File: src/rtl/caches_types_pkg.sv
// Cache-subsystem types: arbiter FSM states, requester identity, lock limit default.
package caches_types_pkg;

    typedef enum logic [1:0] {
        ARB_IDLE = 2'd0,
        I_GRANT  = 2'd1,
        D_GRANT  = 2'd2
    } arb_state_t;

    typedef enum logic {
        ICACHE = 1'b0,
        DCACHE = 1'b1
    } arb_req_t;

    parameter int unsigned LOCK_MAX_DEFAULT = 4;

endpackage

File: src/rtl/cpu_types_pkg.sv
// Shared CPU-level types: machine word and RAM handshake state.
package cpu_types_pkg;

    parameter int unsigned WORD_BITS = 32;

    typedef logic [WORD_BITS-1:0] word_t;

    // FREE: idle, BUSY: in progress, ACCESS: completes this cycle, ERROR: fault (retried)
    typedef enum logic [1:0] {
        FREE   = 2'd0,
        BUSY   = 2'd1,
        ACCESS = 2'd2,
        ERROR  = 2'd3
    } ramstate_t;

endpackage

File: src/rtl/cache_mem_arbiter.sv
// Shares the single RAM port between the icache (read-only) and the dcache (read/write).
// Ties alternate between the caches; dlock keeps the dcache granted across the words of
// one block, bounded by LOCK_MAX words while the icache is waiting.
//
// Ports:
//   CLK, RST            clock, synchronous active-high reset
//   iREN, iaddr         icache read request / address
//   iwait, iload        icache stall (low on completing cycle) / read data
//   dREN, dWEN, daddr,  dcache read / write (write wins) / address / store data /
//   dstore, dlock       block lock
//   dwait, dload        dcache stall (low on completing cycle) / read data
//   ramREN, ramWEN,     RAM strobes, address, store data
//   ramaddr, ramstore
//   ramload, ramstate   RAM read data and handshake state
//   arb_err             sticky: ERROR observed during a grant
module cache_mem_arbiter
    import cpu_types_pkg::*;
    import caches_types_pkg::*;
#(
    parameter int unsigned WORD_W   = 32,
    parameter int unsigned LOCK_MAX = LOCK_MAX_DEFAULT
) (
    input  logic              CLK,
    input  logic              RST,
    input  logic              iREN,
    input  logic [WORD_W-1:0] iaddr,
    output logic              iwait,
    output logic [WORD_W-1:0] iload,
    input  logic              dREN,
    input  logic              dWEN,
    input  logic [WORD_W-1:0] daddr,
    input  logic [WORD_W-1:0] dstore,
    input  logic              dlock,
    output logic              dwait,
    output logic [WORD_W-1:0] dload,
    output logic              ramREN,
    output logic              ramWEN,
    output logic [WORD_W-1:0] ramaddr,
    output logic [WORD_W-1:0] ramstore,
    input  logic [WORD_W-1:0] ramload,
    input  logic [1:0]        ramstate,
    output logic              arb_err
);

    localparam int unsigned     CntW     = $clog2(LOCK_MAX + 1);
    localparam logic [CntW-1:0] LockMaxC = CntW'(LOCK_MAX);

    arb_state_t      state_q, state_d;
    arb_req_t        last_q, last_d;
    logic [CntW-1:0] lock_cnt_q, lock_cnt_d;
    logic [CntW-1:0] lock_inc;
    logic            arb_err_q, arb_err_d;
    logic            i_done, d_done;
    logic            d_req;
    ramstate_t       rs;

    assign rs    = ramstate_t'(ramstate);
    assign d_req = dREN | dWEN;

    // Saturating increment of the locked-word count.
    assign lock_inc = (lock_cnt_q == LockMaxC) ? lock_cnt_q : lock_cnt_q + 1'b1;

    always_comb begin
        state_d    = state_q;
        last_d     = last_q;
        lock_cnt_d = lock_cnt_q;
        arb_err_d  = arb_err_q;
        ramREN     = 1'b0;
        ramWEN     = 1'b0;
        ramaddr    = '0;
        ramstore   = '0;
        i_done     = 1'b0;
        d_done     = 1'b0;

        unique case (state_q)
            ARB_IDLE: begin
                // dlock alone is not a request; ties go to whoever was not served last.
                if (d_req && (!iREN || last_q == ICACHE)) begin
                    state_d = D_GRANT;
                end else if (iREN) begin
                    state_d = I_GRANT;
                end
            end

            I_GRANT: begin
                if (!iREN) begin
                    state_d = ARB_IDLE;
                end else begin
                    ramREN  = 1'b1;
                    ramaddr = iaddr;
                    if (rs == ERROR) arb_err_d = 1'b1;
                    if (rs == ACCESS) begin
                        i_done  = 1'b1;
                        last_d  = ICACHE;
                        state_d = ARB_IDLE;
                    end
                end
            end

            D_GRANT: begin
                if (!d_req) begin
                    state_d    = ARB_IDLE;
                    lock_cnt_d = '0;
                end else begin
                    ramWEN   = dWEN;
                    ramREN   = dREN & ~dWEN;
                    ramaddr  = daddr;
                    ramstore = dstore;
                    if (rs == ERROR) arb_err_d = 1'b1;
                    if (rs == ACCESS) begin
                        d_done = 1'b1;
                        last_d = DCACHE;
                        // Lock is honoured until LOCK_MAX words if the icache is waiting.
                        if (dlock && (lock_inc < LockMaxC || !iREN)) begin
                            lock_cnt_d = lock_inc;
                        end else begin
                            lock_cnt_d = '0;
                            state_d    = ARB_IDLE;
                        end
                    end
                end
            end

            default: state_d = ARB_IDLE;
        endcase
    end

    always_ff @(posedge CLK) begin
        if (RST) begin
            state_q    <= ARB_IDLE;
            last_q     <= ICACHE;
            lock_cnt_q <= '0;
            arb_err_q  <= 1'b0;
        end else begin
            state_q    <= state_d;
            last_q     <= last_d;
            lock_cnt_q <= lock_cnt_d;
            arb_err_q  <= arb_err_d;
        end
    end

    assign iwait   = iREN & ~i_done;
    assign dwait   = d_req & ~d_done;
    assign iload   = ramload;
    assign dload   = ramload;
    assign arb_err = arb_err_q;

endmodule

File: config.mk
export PLATFORM = sky130hd
export DESIGN_NAME = cache_mem_arbiter
export DESIGN_NICKNAME = d
export VERILOG_FILES = /design/src/rtl/caches_types_pkg.sv /design/src/rtl/cpu_types_pkg.sv /design/src/rtl/cache_mem_arbiter.sv
export SDC_FILE = /design/constraint.sdc
export NUM_CORES = 1
export LEC_CHECK = 0
export CAP_MARGIN = 20
export CORE_AREA = 2 2 104 106
export DETAILED_ROUTE_END_ITERATION = 7
export DIE_AREA = 0 0 106 108
export GPL_TIMING_DRIVEN = 0
export PLACE_DENSITY = 0.66
export RECOVER_POWER = 25
export SLEW_MARGIN = 10
export SYNTH_ARGS = -nofsm -noshare
export SYNTH_HDL_FRONTEND = slang
export SYNTH_SLANG_ARGS = --single-unit
File: constraint.sdc
create_clock -name CLK -period 2.8 [get_ports CLK]
set_clock_uncertainty 0.2 [all_clocks]
set_input_delay 0.84 -clock CLK [delete_from_list [all_inputs] [get_ports CLK]]
set_output_delay 0.84 -clock CLK [all_outputs]
set_load 0.01 [all_outputs]
Run 1, selected gate families:
(3 px per um)
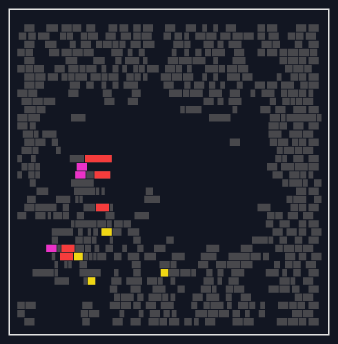
red -> fa/ha/maj cells  # cells 5
yellow -> non-inverting ao/oa cells  # cells 4, where lower left
magenta -> mux cells  # cells 3

Run 1, clock wiring as the flow saved it:
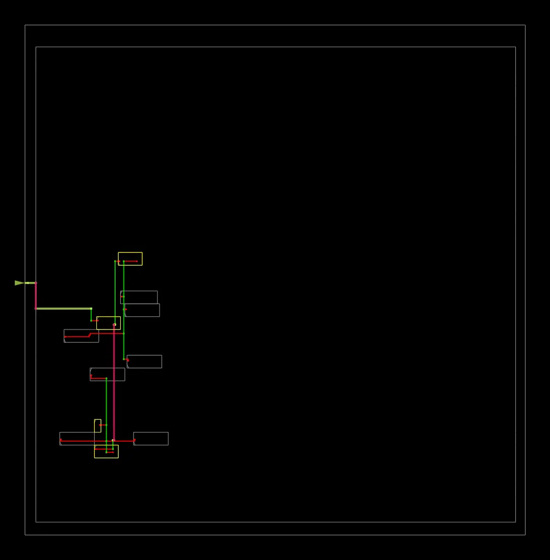
clock net sink count: 7
Num CTS Buffers: 3

==> flow_results.xml, run 1 <==
<?xml version="1.0" encoding="UTF-8"?>
<metrics>
  <group name="sta">
    <metric name="final_min_period_over_clock_period" unit="">1.045</metric>
    <metric name="min_period" unit="ps">2925</metric>
    <metric name="tns" unit="ps">-2103</metric>
    <metric name="setup-violations-final" unit="">46</metric>
    <metric name="hold-worst-slack" unit="ps">285.1</metric>
    <metric name="hold_viol" unit="">0</metric>
    <metric name="slew_headroom" unit="">0.6953</metric>
    <metric name="post-route-worst-setup-slack" unit="ps">-125.2</metric>
    <metric name="setup_repair_after_global_routing_missed_its_margin" unit="">yes</metric>
    <metric name="maximum_operating_frequency" unit="MHz">341.9</metric>
  </group>
  <group name="critical_path">
    <metric name="endpoint_kind" unit="">output port</metric>
    <metric name="cp.buffers_inverters" unit="">5</metric>
    <metric name="start_kind" unit="">input port</metric>
    <metric name="timing.critical_path.mode_cell" unit="">sky130_fd_sc_hd__buf_8</metric>
    <metric name="critical_path_class" unit="">in -&gt; out</metric>
    <metric name="cp_top_family" unit="">buffers and inverters</metric>
    <metric name="regToRegStartpoint" unit="">state_q[0]</metric>
    <metric name="critical_path.endpoint" unit="">ramaddr[21]</metric>
    <metric name="worstPathRequired" unit="ps">1760</metric>
    <metric name="cp_max_fo" unit="">5</metric>
    <metric name="timing.critical_path.slowest_cell_delay" unit="ps">160</metric>
    <metric name="critical_path.reg2reg.endpoint" unit="">state_q[0]</metric>
    <metric name="slowest_stage" unit="">sky130_fd_sc_hd__a22oi_2</metric>
    <metric name="total_number_of_cells_along_the_worst_setup_path" unit="">9</metric>
  </group>
  <group name="clocking">
    <metric name="clock_tree_from_tritoncts" unit="">built</metric>
    <metric name="cts-root-buf" unit="">sky130_fd_sc_hd__clkbuf_8</metric>
    <metric name="htree_num_levels" unit="">1</metric>
    <metric name="clockBufferDepth" unit="">2</metric>
  </group>
  <group name="logic_synthesis">
    <metric name="top_cell" unit="">sky130_fd_sc_hd__buf_4</metric>
    <metric name="ys_sh_mux" unit="">0.01730</metric>
    <metric name="syn_area_per_cell" unit="um^2">7.292</metric>
    <metric name="synth_top_area_share" unit="">0.2898</metric>
    <metric name="yosysWarningCount" unit="">0</metric>
    <metric name="post_synth_inst_count" unit="">238</metric>
    <metric name="synth_compound_gate_area_share" unit="">0.2199</metric>
    <metric name="cell_total_in_the_yosys_stat_output" unit="">238</metric>
    <metric name="ys_sh_simple" unit="">0.3122</metric>
    <metric name="ys_dominant_reg_cell" unit="">sky130_fd_sc_hd__dfxtp_1</metric>
    <metric name="yosys.stat.chipArea" unit="um^2">1735</metric>
    <metric name="synthXorXnorAreaFrac" unit="">0</metric>
    <metric name="fp_nets" unit="">379</metric>
    <metric name="synthesis.area" unit="um^2">1735</metric>
    <metric name="synth_flop_count" unit="">7</metric>
    <metric name="ys_top_cells_by_area" unit="">sky130_fd_sc_hd__buf_4 (29%), sky130_fd_sc_hd__a22oi_1 (14%), sky130_fd_sc_hd__and2_1 (12%)</metric>
    <metric name="leading_cell_types_by_count_after_synthesis" unit="">sky130_fd_sc_hd__buf_4 (67), sky130_fd_sc_hd__and2_1 (34), sky130_fd_sc_hd__nor2b_1 (34)</metric>
    <metric name="synth_cell_types" unit="">34</metric>
    <metric name="ys_sh_adder" unit="">0.03605</metric>
    <metric name="ys_seq_share" unit="">0.08075</metric>
  </group>
  <group name="run_status">
    <metric name="failed_checks" unit="">setup timing</metric>
    <metric name="result_of_the_run" unit="">finished with violations</metric>
  </group>
  <group name="routing">
    <metric name="remaining_drc_errors" unit="">0</metric>
    <metric name="wl" unit="um">9145</metric>
    <metric name="routedWlPerCell" unit="um">14.59</metric>
    <metric name="detail_route.iter0.violations" unit="">80</metric>
    <metric name="vias" unit="">2550</metric>
  </group>
  <group name="power_and_ir_drop">
    <metric name="pg_comb" unit="W">0.00110</metric>
    <metric name="clock_power_share" unit="">0.107</metric>
    <metric name="power.static_leakage" unit="nW">1.932</metric>
    <metric name="powerSeq" unit="W">0.000119</metric>
    <metric name="power_clock" unit="W">0.000146</metric>
    <metric name="p_sw" unit="W">0.0004887</metric>
    <metric name="power.group.top" unit="">combinational logic</metric>
    <metric name="power-per-cell-area" unit="nW/um^2">303.4</metric>
    <metric name="seq_power_share" unit="">0.087</metric>
  </group>
  <group name="global_route">
    <metric name="first_global_vias" unit="">2625</metric>
    <metric name="grt_pass1_wl" unit="um">13740</metric>
    <metric name="global_route.overflow_total" unit="">0</metric>
    <metric name="grt_antenna_before_repair" unit="">0</metric>
  </group>
  <group name="floorplanning">
    <metric name="io_pins" unit="">269</metric>
    <metric name="die_width" unit="um">106</metric>
    <metric name="rows" unit="">37</metric>
    <metric name="die_height" unit="um">108</metric>
    <metric name="floorplan.core_util" unit="">0.1696</metric>
    <metric name="die_area" unit="um^2">11450</metric>
  </group>
  <group name="final_layout">
    <metric name="mostFrequentLayoutCells" unit="">sky130_fd_sc_hd__clkdlybuf4s50_1 (151), sky130_fd_sc_hd__buf_4 (72), sky130_fd_sc_hd__buf_2 (48), sky130_fd_sc_hd__nor2b_1 (33), sky130_fd_sc_hd__a22oi_2 (32)</metric>
    <metric name="layout.comb_gates.multi_input" unit="">147</metric>
    <metric name="flow.area_growth_from_synthesis" unit="%">159.8</metric>
    <metric name="regArea" unit="um^2">141.4</metric>
    <metric name="num-clock-buffers" unit="">4</metric>
    <metric name="sh_seq_area" unit="">0.03135</metric>
    <metric name="finish.cell_count_without_fillers" unit="">627</metric>
    <metric name="layout.cells.most_common" unit="">sky130_fd_sc_hd__clkdlybuf4s50_1</metric>
    <metric name="comb_area_frac" unit="">0.2675</metric>
    <metric name="final_core_utilization" unit="">0.4407</metric>
    <metric name="num-fill-cells" unit="">1029</metric>
    <metric name="stdcell_area" unit="um^2">4509</metric>
    <metric name="flops" unit="">7</metric>
  </group>
  <group name="placement">
    <metric name="pre_cts_ws" unit="ps">-1284</metric>
    <metric name="dpl.hpwl" unit="um">7635</metric>
    <metric name="placed_area" unit="um^2">4268</metric>
  </group>
  <group name="run">
    <metric name="maxCapViolCount" unit="">0</metric>
  </group>
  <group name="min_path">
    <metric name="holdCritStartpoint" unit="">arb_err</metric>
    <metric name="hp-class" unit="">reg -&gt; reg</metric>
  </group>
</metrics>
Run 1, I/O nets highlighted:
(4 px per um)
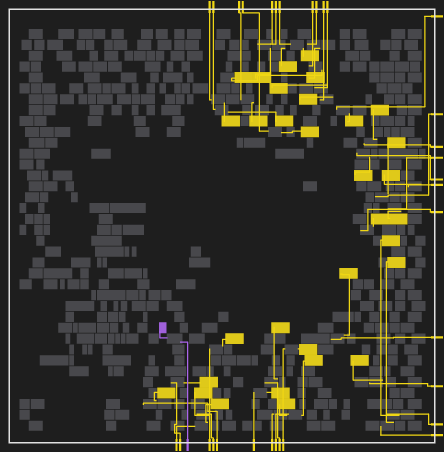
purple -> `dwait`  # bits 1, direction output, edge bottom, end cells 1, buffers 1, wire 30.0 um
yellow -> `iaddr`  # bits 32, direction input, edge 11 right, 11 top, 10 bottom, end cells 32, buffers 32, wire 960 um

[run 1: repair_timing]
action                                  in CTS  in global routing
pin swaps                                   21                  7
hold buffers                                 0                  0
cloned                                       3                  0
resized                                    354                  7
setup buffers                               11                  1
endpoints found under the setup margin      68                 62
endpoints found under the hold margin        0                  0
[run 1: metal layers]
| layer | vias to the layer above | share of wire | GRT usage |
|---|---|---|---|
| met5 | - | 0 | 0 |
| met4 | 0 | 0.0062 | 0.02256 |
| met3 | 6 | 0.064 | 0.02230 |
| met2 | 130 | 0.58 | 0.3092 |
| met1 | 1160 | 0.35 | 0.1588 |
| li1 | 1254 | - | - |
[run 1: sequential cells by signal, summed over array words and instances, names as in the netlist]
signal and count:
lock_cnt_q 3, last_q 1, state_q 2, arb_err 1
Run 1, routed metal, one color a layer:
(3 px per um)
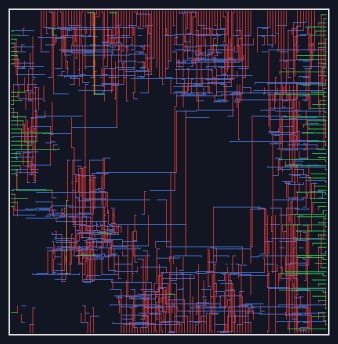

==> inputs of run 2 (changes only) <==
--- a/config.mk
+++ b/config.mk
@@ -6,11 +6,12 @@
 export NUM_CORES = 1
 export LEC_CHECK = 0
 export CAP_MARGIN = 20
-export CORE_AREA = 2 2 104 106
+export CELL_PAD_IN_SITES_DETAIL_PLACEMENT = 1
+export CELL_PAD_IN_SITES_GLOBAL_PLACEMENT = 2
+export CORE_UTILIZATION = 10
 export DETAILED_ROUTE_END_ITERATION = 7
-export DIE_AREA = 0 0 106 108
 export GPL_TIMING_DRIVEN = 0
-export PLACE_DENSITY = 0.66
+export PLACE_DENSITY = 0.9
 export RECOVER_POWER = 25
 export SLEW_MARGIN = 10
 export SYNTH_ARGS = -nofsm -noshare
Run 2, routed metal, one color a layer:
(3 px per um)
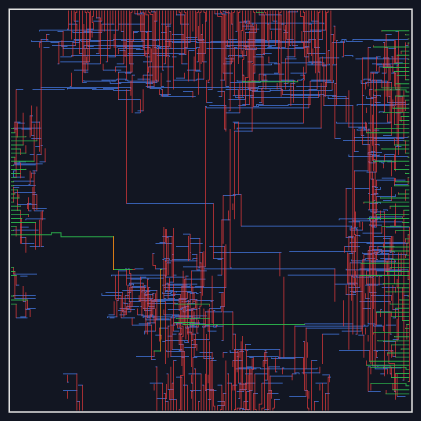
green -> M3  # wire length 727 um
blue -> M1  # wire length 3480 um
orange -> M4  # wire length 38.1 um
red -> M2  # wire length 6180 um

==> flow_results.xml, run 2 <==
<?xml version="1.0" encoding="UTF-8"?>
<metrics>
  <group name="run_status">
    <metric name="result_of_the_run" unit="">finished with violations</metric>
    <metric name="failed_checks" unit="">setup timing</metric>
  </group>
  <group name="clocking">
    <metric name="buffers_inserted_by_post_cts_timing_repair" unit="">13</metric>
    <metric name="postCtsHoldBufs" unit="">0</metric>
    <metric name="htree_num_levels" unit="">1</metric>
    <metric name="cts_num_sinks" unit="">7</metric>
    <metric name="cts_repair_resize_count" unit="">363</metric>
    <metric name="clockBufferDepth" unit="">2</metric>
    <metric name="clock_tree_from_tritoncts" unit="">built</metric>
    <metric name="cts_made_buffers" unit="">3</metric>
    <metric name="insertion_delay" unit="ps">230</metric>
  </group>
  <group name="global_route">
    <metric name="grt_antenna_before_repair" unit="">0</metric>
    <metric name="first_global_vias" unit="">2843</metric>
    <metric name="grt_busiest_layer" unit="">met2</metric>
    <metric name="grt_pass1_wl" unit="um">14810</metric>
    <metric name="global_route_met1_utilization" unit="">0.1017</metric>
    <metric name="gr-usage-met2" unit="">0.2265</metric>
  </group>
  <group name="final_layout">
    <metric name="max_reg_flops" unit="">3</metric>
    <metric name="largest_register" unit="">lock_cnt_q</metric>
    <metric name="mostFrequentLayoutCells" unit="">sky130_fd_sc_hd__clkdlybuf4s50_1 (150), sky130_fd_sc_hd__buf_4 (78), sky130_fd_sc_hd__buf_2 (58), sky130_fd_sc_hd__nor2b_1 (33), sky130_fd_sc_hd__a22oi_2 (31)</metric>
    <metric name="flow.area_growth_from_synthesis" unit="%">169.9</metric>
    <metric name="finish.cell_count_without_fillers" unit="">717</metric>
    <metric name="layout.cells.most_common" unit="">sky130_fd_sc_hd__clkdlybuf4s50_1</metric>
    <metric name="stdcell_area" unit="um^2">4683</metric>
    <metric name="final_core_utilization" unit="">0.2794</metric>
  </group>
  <group name="sta">
    <metric name="post-route-worst-setup-slack" unit="ps">-188.3</metric>
    <metric name="min_period" unit="ps">2988</metric>
    <metric name="setup_repair_after_global_routing_missed_its_margin" unit="">yes</metric>
    <metric name="hold_viol" unit="">0</metric>
    <metric name="final_min_period_over_clock_period" unit="">1.067</metric>
    <metric name="maximum_operating_frequency" unit="MHz">334.6</metric>
    <metric name="tns" unit="ps">-3314</metric>
    <metric name="setup-violations-final" unit="">44</metric>
    <metric name="slew_headroom" unit="">0.6982</metric>
    <metric name="hold-worst-slack" unit="ps">270.4</metric>
  </group>
  <group name="placement">
    <metric name="placed_area" unit="um^2">4373</metric>
    <metric name="pre_cts_ws" unit="ps">-1481</metric>
    <metric name="dpl.hpwl" unit="um">8647</metric>
  </group>
  <group name="critical_path">
    <metric name="slowest_stage" unit="">sky130_fd_sc_hd__a22oi_2</metric>
    <metric name="endpoint_kind" unit="">output port</metric>
    <metric name="worstPathRequired" unit="ps">1760</metric>
    <metric name="regToRegStartpoint" unit="">state_q[0]</metric>
    <metric name="critical_path.endpoint" unit="">ramaddr[31]</metric>
    <metric name="start_kind" unit="">input port</metric>
    <metric name="critical_path.reg2reg.endpoint" unit="">state_q[1]</metric>
    <metric name="cp_top_family" unit="">buffers and inverters</metric>
    <metric name="cp.buffers_inverters" unit="">5</metric>
    <metric name="critical_path_class" unit="">in -&gt; out</metric>
    <metric name="timing.critical_path.slowest_cell_delay" unit="ps">210</metric>
    <metric name="total_number_of_cells_along_the_worst_setup_path" unit="">9</metric>
  </group>
  <group name="logic_synthesis">
    <metric name="ys_top_cells_by_area" unit="">sky130_fd_sc_hd__buf_4 (29%), sky130_fd_sc_hd__a22oi_1 (14%), sky130_fd_sc_hd__and2_1 (12%)</metric>
    <metric name="top_cell" unit="">sky130_fd_sc_hd__buf_4</metric>
    <metric name="yosys.stat.chipArea" unit="um^2">1735</metric>
    <metric name="ys_seq_share" unit="">0.08075</metric>
    <metric name="ys_sh_simple" unit="">0.3122</metric>
    <metric name="synth_flop_count" unit="">7</metric>
    <metric name="synth_cell_types" unit="">34</metric>
    <metric name="synthXorXnorAreaFrac" unit="">0</metric>
    <metric name="synth_top_area_share" unit="">0.2898</metric>
    <metric name="yosysWarningCount" unit="">0</metric>
    <metric name="ys_sh_adder" unit="">0.03605</metric>
    <metric name="cell_total_in_the_yosys_stat_output" unit="">238</metric>
    <metric name="synth-edff-count" unit="">0</metric>
    <metric name="synthesis.area" unit="um^2">1735</metric>
    <metric name="ys_dominant_reg_cell" unit="">sky130_fd_sc_hd__dfxtp_1</metric>
    <metric name="post_synth_inst_count" unit="">238</metric>
    <metric name="syn_area_per_cell" unit="um^2">7.292</metric>
    <metric name="ys_sh_mux" unit="">0.01730</metric>
    <metric name="synth_compound_gate_area_share" unit="">0.2199</metric>
  </group>
  <group name="routing">
    <metric name="vias" unit="">2666</metric>
    <metric name="route.layer.met1.wl" unit="um">3482</metric>
    <metric name="topRoutingLayerUsed" unit="">met4</metric>
    <metric name="routedWlPerCell" unit="um">14.54</metric>
    <metric name="detail_route.iter0.violations" unit="">38</metric>
    <metric name="drt_pass1_iterations" unit="">4</metric>
    <metric name="sum_of_met2_wire_segment_lengths_after_detailed_routing" unit="um">6178</metric>
    <metric name="remaining_drc_errors" unit="">0</metric>
  </group>
  <group name="power_and_ir_drop">
    <metric name="powerSeq" unit="W">0.000120</metric>
    <metric name="pg_comb" unit="W">0.00115</metric>
    <metric name="power.static_leakage" unit="nW">1.994</metric>
    <metric name="seq_power_share" unit="">0.079</metric>
    <metric name="p_sw" unit="W">0.0005336</metric>
    <metric name="worst_ir_drop_vdd" unit="V">0.0001468</metric>
    <metric name="pwr-share-comb" unit="">0.758</metric>
    <metric name="total_power" unit="W">0.001519</metric>
    <metric name="power.group.top" unit="">combinational logic</metric>
    <metric name="power_clock" unit="W">0.000247</metric>
    <metric name="clock_power_share" unit="">0.163</metric>
  </group>
  <group name="floorplanning">
    <metric name="io_pins" unit="">269</metric>
    <metric name="die_width" unit="um">133.7</metric>
    <metric name="die_height" unit="um">133.7</metric>
    <metric name="floorplan.core_util" unit="">0.1035</metric>
    <metric name="floorplan.core_area" unit="um^2">16760</metric>
    <metric name="rows" unit="">47</metric>
  </group>
  <group name="run">
    <metric name="maxCapViolCount" unit="">0</metric>
  </group>
  <group name="min_path">
    <metric name="hp-class" unit="">reg -&gt; reg</metric>
    <metric name="holdCritStartpoint" unit="">arb_err</metric>
  </group>
</metrics>
[run 2: cell counts after synthesis]
No cell type changed its count.
[run 2: cells by family after synthesis]
logic type / count (synthesis)
compound gates: 51
fa+ha+maj: 5
buf+inv: 84
flops: 7
mux: 3
simple gates: 88
[run 2: cell type report]
class	instances	area, um^2
flip-flops and latches	7	141.4
fillers	1988	12080
plain buffers	76	641.9
inverters	6	22.52
multi-input cells	147	1207
clock buffers	4	78.83
well taps	220	275.3
repair buffers	257	2316
[run 2: how the worst min path moves through the flow]
| stage | slack (ps) | cells past startpoint | endpoint |
|---|---|---|---|
| floorplan | 250 | 2 | state_q[1] |
| global placement | 260 | 2 | arb_err |
| detailed placement | 280 | 2 | arb_err |
| finish | 270 | 2 | arb_err |
| CTS | 290 | 2 | arb_err |
| global route | 310 | 2 | arb_err |
Run 2, sequential cells grouped by signal name:
(2 px per um) Other sequential cells in the stronger gray, the rest of the logic in the fainter gray.
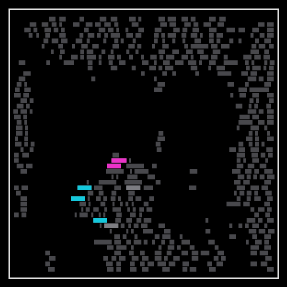

==> inputs of run 3 (changes only) <==
--- a/config.mk
+++ b/config.mk
@@ -9,10 +9,12 @@
 export CELL_PAD_IN_SITES_DETAIL_PLACEMENT = 1
 export CELL_PAD_IN_SITES_GLOBAL_PLACEMENT = 2
 export CORE_UTILIZATION = 10
+export CTS_CLUSTER_DIAMETER = 100
 export DETAILED_ROUTE_END_ITERATION = 7
 export GPL_TIMING_DRIVEN = 0
 export PLACE_DENSITY = 0.9
 export RECOVER_POWER = 25
+export SKIP_LAST_GASP = 1
 export SLEW_MARGIN = 10
 export SYNTH_ARGS = -nofsm -noshare
 export SYNTH_HDL_FRONTEND = slang
Run 3, sequential cells grouped by signal name:
(2 px per um) Other sequential cells in the stronger gray, the rest of the logic in the fainter gray.
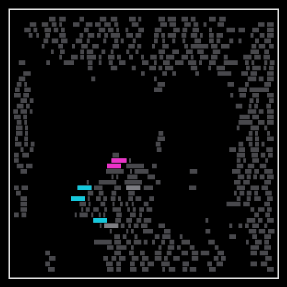
magenta -> `state_q`  # placed flops 2
cyan -> `lock_cnt_q`  # placed flops 3
not colored = 2

==> flow_results.xml, run 3 <==
<?xml version="1.0" encoding="UTF-8"?>
<metrics>
  <group name="sta">
    <metric name="setup-violations-final" unit="">43</metric>
    <metric name="slew_headroom" unit="">0.6982</metric>
    <metric name="final_min_period_over_clock_period" unit="">1.067</metric>
    <metric name="hold_viol" unit="">0</metric>
    <metric name="setup_repair_after_global_routing_missed_its_margin" unit="">yes</metric>
    <metric name="post-route-worst-setup-slack" unit="ps">-188.4</metric>
    <metric name="maximum_operating_frequency" unit="MHz">334.6</metric>
    <metric name="tns" unit="ps">-3291</metric>
    <metric name="worst_slew_pin_slew" unit="ps">450.0</metric>
    <metric name="min_period" unit="ps">2988</metric>
    <metric name="hold-worst-slack" unit="ps">270.4</metric>
  </group>
  <group name="clocking">
    <metric name="postCtsHoldBufs" unit="">0</metric>
    <metric name="htree_num_levels" unit="">1</metric>
    <metric name="cts_repair_resize_count" unit="">355</metric>
    <metric name="buffers_inserted_by_post_cts_timing_repair" unit="">13</metric>
    <metric name="insertion_delay" unit="ps">230</metric>
    <metric name="cts-root-buf" unit="">sky130_fd_sc_hd__clkbuf_16</metric>
    <metric name="clockBufferDepth" unit="">2</metric>
    <metric name="clock_tree_from_tritoncts" unit="">built</metric>
    <metric name="cts_num_sinks" unit="">7</metric>
    <metric name="cts_made_buffers" unit="">3</metric>
  </group>
  <group name="min_path">
    <metric name="hold-path-cell-count" unit="">2</metric>
    <metric name="holdCritStartpoint" unit="">arb_err</metric>
    <metric name="whs_endpoint" unit="">arb_err</metric>
    <metric name="hp-class" unit="">reg -&gt; reg</metric>
  </group>
  <group name="floorplanning">
    <metric name="io_pins" unit="">269</metric>
    <metric name="die_height" unit="um">133.7</metric>
    <metric name="die_width" unit="um">133.7</metric>
    <metric name="rows" unit="">47</metric>
    <metric name="floorplan.core_area" unit="um^2">16760</metric>
    <metric name="die_area" unit="um^2">17890</metric>
    <metric name="floorplan.core_util" unit="">0.1035</metric>
  </group>
  <group name="power_and_ir_drop">
    <metric name="worst_ir_drop_vdd" unit="V">0.0001463</metric>
    <metric name="pwr-share-comb" unit="">0.757</metric>
    <metric name="power-per-cell-area" unit="nW/um^2">324.6</metric>
    <metric name="powerSeq" unit="W">0.000120</metric>
    <metric name="fraction_of_power_spent_switching_nets" unit="">0.3522</metric>
    <metric name="clock_power_share" unit="">0.163</metric>
    <metric name="seq_power_share" unit="">0.079</metric>
    <metric name="power.static_leakage" unit="nW">1.994</metric>
    <metric name="pg_comb" unit="W">0.00115</metric>
    <metric name="p_sw" unit="W">0.0005332</metric>
    <metric name="power_clock" unit="W">0.000247</metric>
    <metric name="power_report.internal_total" unit="W">0.0009806</metric>
    <metric name="power.group.top" unit="">combinational logic</metric>
    <metric name="total_power" unit="W">0.001514</metric>
  </group>
  <group name="logic_synthesis">
    <metric name="ys_dominant_reg_cell" unit="">sky130_fd_sc_hd__dfxtp_1</metric>
    <metric name="synth_top_area_share" unit="">0.2898</metric>
    <metric name="ys_seq_share" unit="">0.08075</metric>
    <metric name="ys_top_cells_by_area" unit="">sky130_fd_sc_hd__buf_4 (29%), sky130_fd_sc_hd__a22oi_1 (14%), sky130_fd_sc_hd__and2_1 (12%)</metric>
    <metric name="synth_cell_types" unit="">34</metric>
    <metric name="syn_area_per_cell" unit="um^2">7.292</metric>
    <metric name="synth_flop_count" unit="">7</metric>
    <metric name="yosysWarningCount" unit="">0</metric>
    <metric name="synth-edff-count" unit="">0</metric>
    <metric name="leading_cell_types_by_count_after_synthesis" unit="">sky130_fd_sc_hd__buf_4 (67), sky130_fd_sc_hd__and2_1 (34), sky130_fd_sc_hd__nor2b_1 (34)</metric>
    <metric name="cell_total_in_the_yosys_stat_output" unit="">238</metric>
    <metric name="top_cell" unit="">sky130_fd_sc_hd__buf_4</metric>
    <metric name="yosys.stat.chipArea" unit="um^2">1735</metric>
    <metric name="postSynth.asyncResetShare" unit="">0</metric>
    <metric name="post_synth_inst_count" unit="">238</metric>
    <metric name="synthesis.area" unit="um^2">1735</metric>
  </group>
  <group name="critical_path">
    <metric name="endpoint_kind" unit="">output port</metric>
    <metric name="cp.buffers_inverters" unit="">5</metric>
    <metric name="total_number_of_cells_along_the_worst_setup_path" unit="">9</metric>
    <metric name="r2r_slack" unit="ps">590</metric>
    <metric name="cp_top_family" unit="">buffers and inverters</metric>
    <metric name="start_kind" unit="">input port</metric>
    <metric name="regToRegStartpoint" unit="">state_q[0]</metric>
    <metric name="critical_path.reg2reg.endpoint" unit="">state_q[1]</metric>
    <metric name="worst-r2r-cell-count" unit="">9</metric>
    <metric name="slowest_stage" unit="">sky130_fd_sc_hd__a22oi_2</metric>
    <metric name="critical_path_class" unit="">in -&gt; out</metric>
    <metric name="timing.critical_path.slowest_cell_delay" unit="ps">210</metric>
    <metric name="worstPathRequired" unit="ps">1760</metric>
    <metric name="critical_path.endpoint" unit="">ramaddr[31]</metric>
  </group>
  <group name="routing">
    <metric name="drtAntennaViolNets" unit="">0</metric>
    <metric name="vias" unit="">2667</metric>
    <metric name="remaining_drc_errors" unit="">0</metric>
    <metric name="route.layer.met1.wl" unit="um">3551</metric>
    <metric name="detail_route.iter0.violations" unit="">38</metric>
    <metric name="drt_pass1_iterations" unit="">4</metric>
    <metric name="sum_of_met2_wire_segment_lengths_after_detailed_routing" unit="um">6185</metric>
    <metric name="routedWlPerCell" unit="um">14.54</metric>
    <metric name="topRoutingLayerUsed" unit="">met4</metric>
  </group>
  <group name="run">
    <metric name="maxCapViolCount" unit="">0</metric>
    <metric name="openroad.warnings" unit="">31</metric>
  </group>
  <group name="final_layout">
    <metric name="stdcell_area" unit="um^2">4663</metric>
    <metric name="mostFrequentLayoutCells" unit="">sky130_fd_sc_hd__clkdlybuf4s50_1 (150), sky130_fd_sc_hd__buf_4 (78), sky130_fd_sc_hd__buf_2 (60), sky130_fd_sc_hd__nor2b_1 (33), sky130_fd_sc_hd__a22oi_2 (31)</metric>
    <metric name="share_of_cells_above_drive_strength_1" unit="">0.4266</metric>
    <metric name="layout.cells.most_common" unit="">sky130_fd_sc_hd__clkdlybuf4s50_1</metric>
    <metric name="final_core_utilization" unit="">0.2782</metric>
    <metric name="finish.cell_count_without_fillers" unit="">717</metric>
    <metric name="flow.area_growth_from_synthesis" unit="%">168.7</metric>
    <metric name="max_reg_flops" unit="">3</metric>
    <metric name="largest_register" unit="">lock_cnt_q</metric>
  </group>
  <group name="global_route">
    <metric name="gr-usage-met2" unit="">0.2265</metric>
    <metric name="global_route_met1_utilization" unit="">0.1020</metric>
    <metric name="grt_antenna_before_repair" unit="">0</metric>
    <metric name="grt_busiest_layer" unit="">met2</metric>
    <metric name="grt_pass1_wl" unit="um">14810</metric>
    <metric name="first_global_vias" unit="">2843</metric>
  </group>
  <group name="run_status">
    <metric name="result_of_the_run" unit="">finished with violations</metric>
    <metric name="failed_checks" unit="">setup timing</metric>
  </group>
  <group name="placement">
    <metric name="routabilityCongestion" unit="">0.7283</metric>
    <metric name="placed_area" unit="um^2">4373</metric>
    <metric name="dpl.hpwl" unit="um">8647</metric>
    <metric name="pre_cts_ws" unit="ps">-1481</metric>
  </group>
</metrics>
## run 3: cell types whose count changed in the layout (fill, tap and decap cells not counted), sizes merged
cell / change
clkdlybuf4s15: -1
clkbuf: +1
## run 3: cells by family (layout without fill, tap and decap cells)
group                      count (synthesis)  after routing  share of synthesized area
and+or+nand+nor                           88             88                     0.3122
buffers and inverters                     84            343                     0.3338
DFF                                        7              7                    0.08075
AOI/OAI and AO/OA                         51             51                     0.2199
adders and majority gates                  5              5                    0.03605
muxes                                      3              3                    0.01730
## run 3: cell type report
class | instances | area, um^2
multi-input cells | 147 | 1207
fillers | 1994 | 12100
well taps | 220 | 275.3
repair buffers | 257 | 2296
flip-flops and latches | 7 | 141.4
clock buffers | 4 | 78.83
plain buffers | 76 | 641.9
inverters | 6 | 22.52
No activity file was given, so power comes from the tool's default toggle rates.
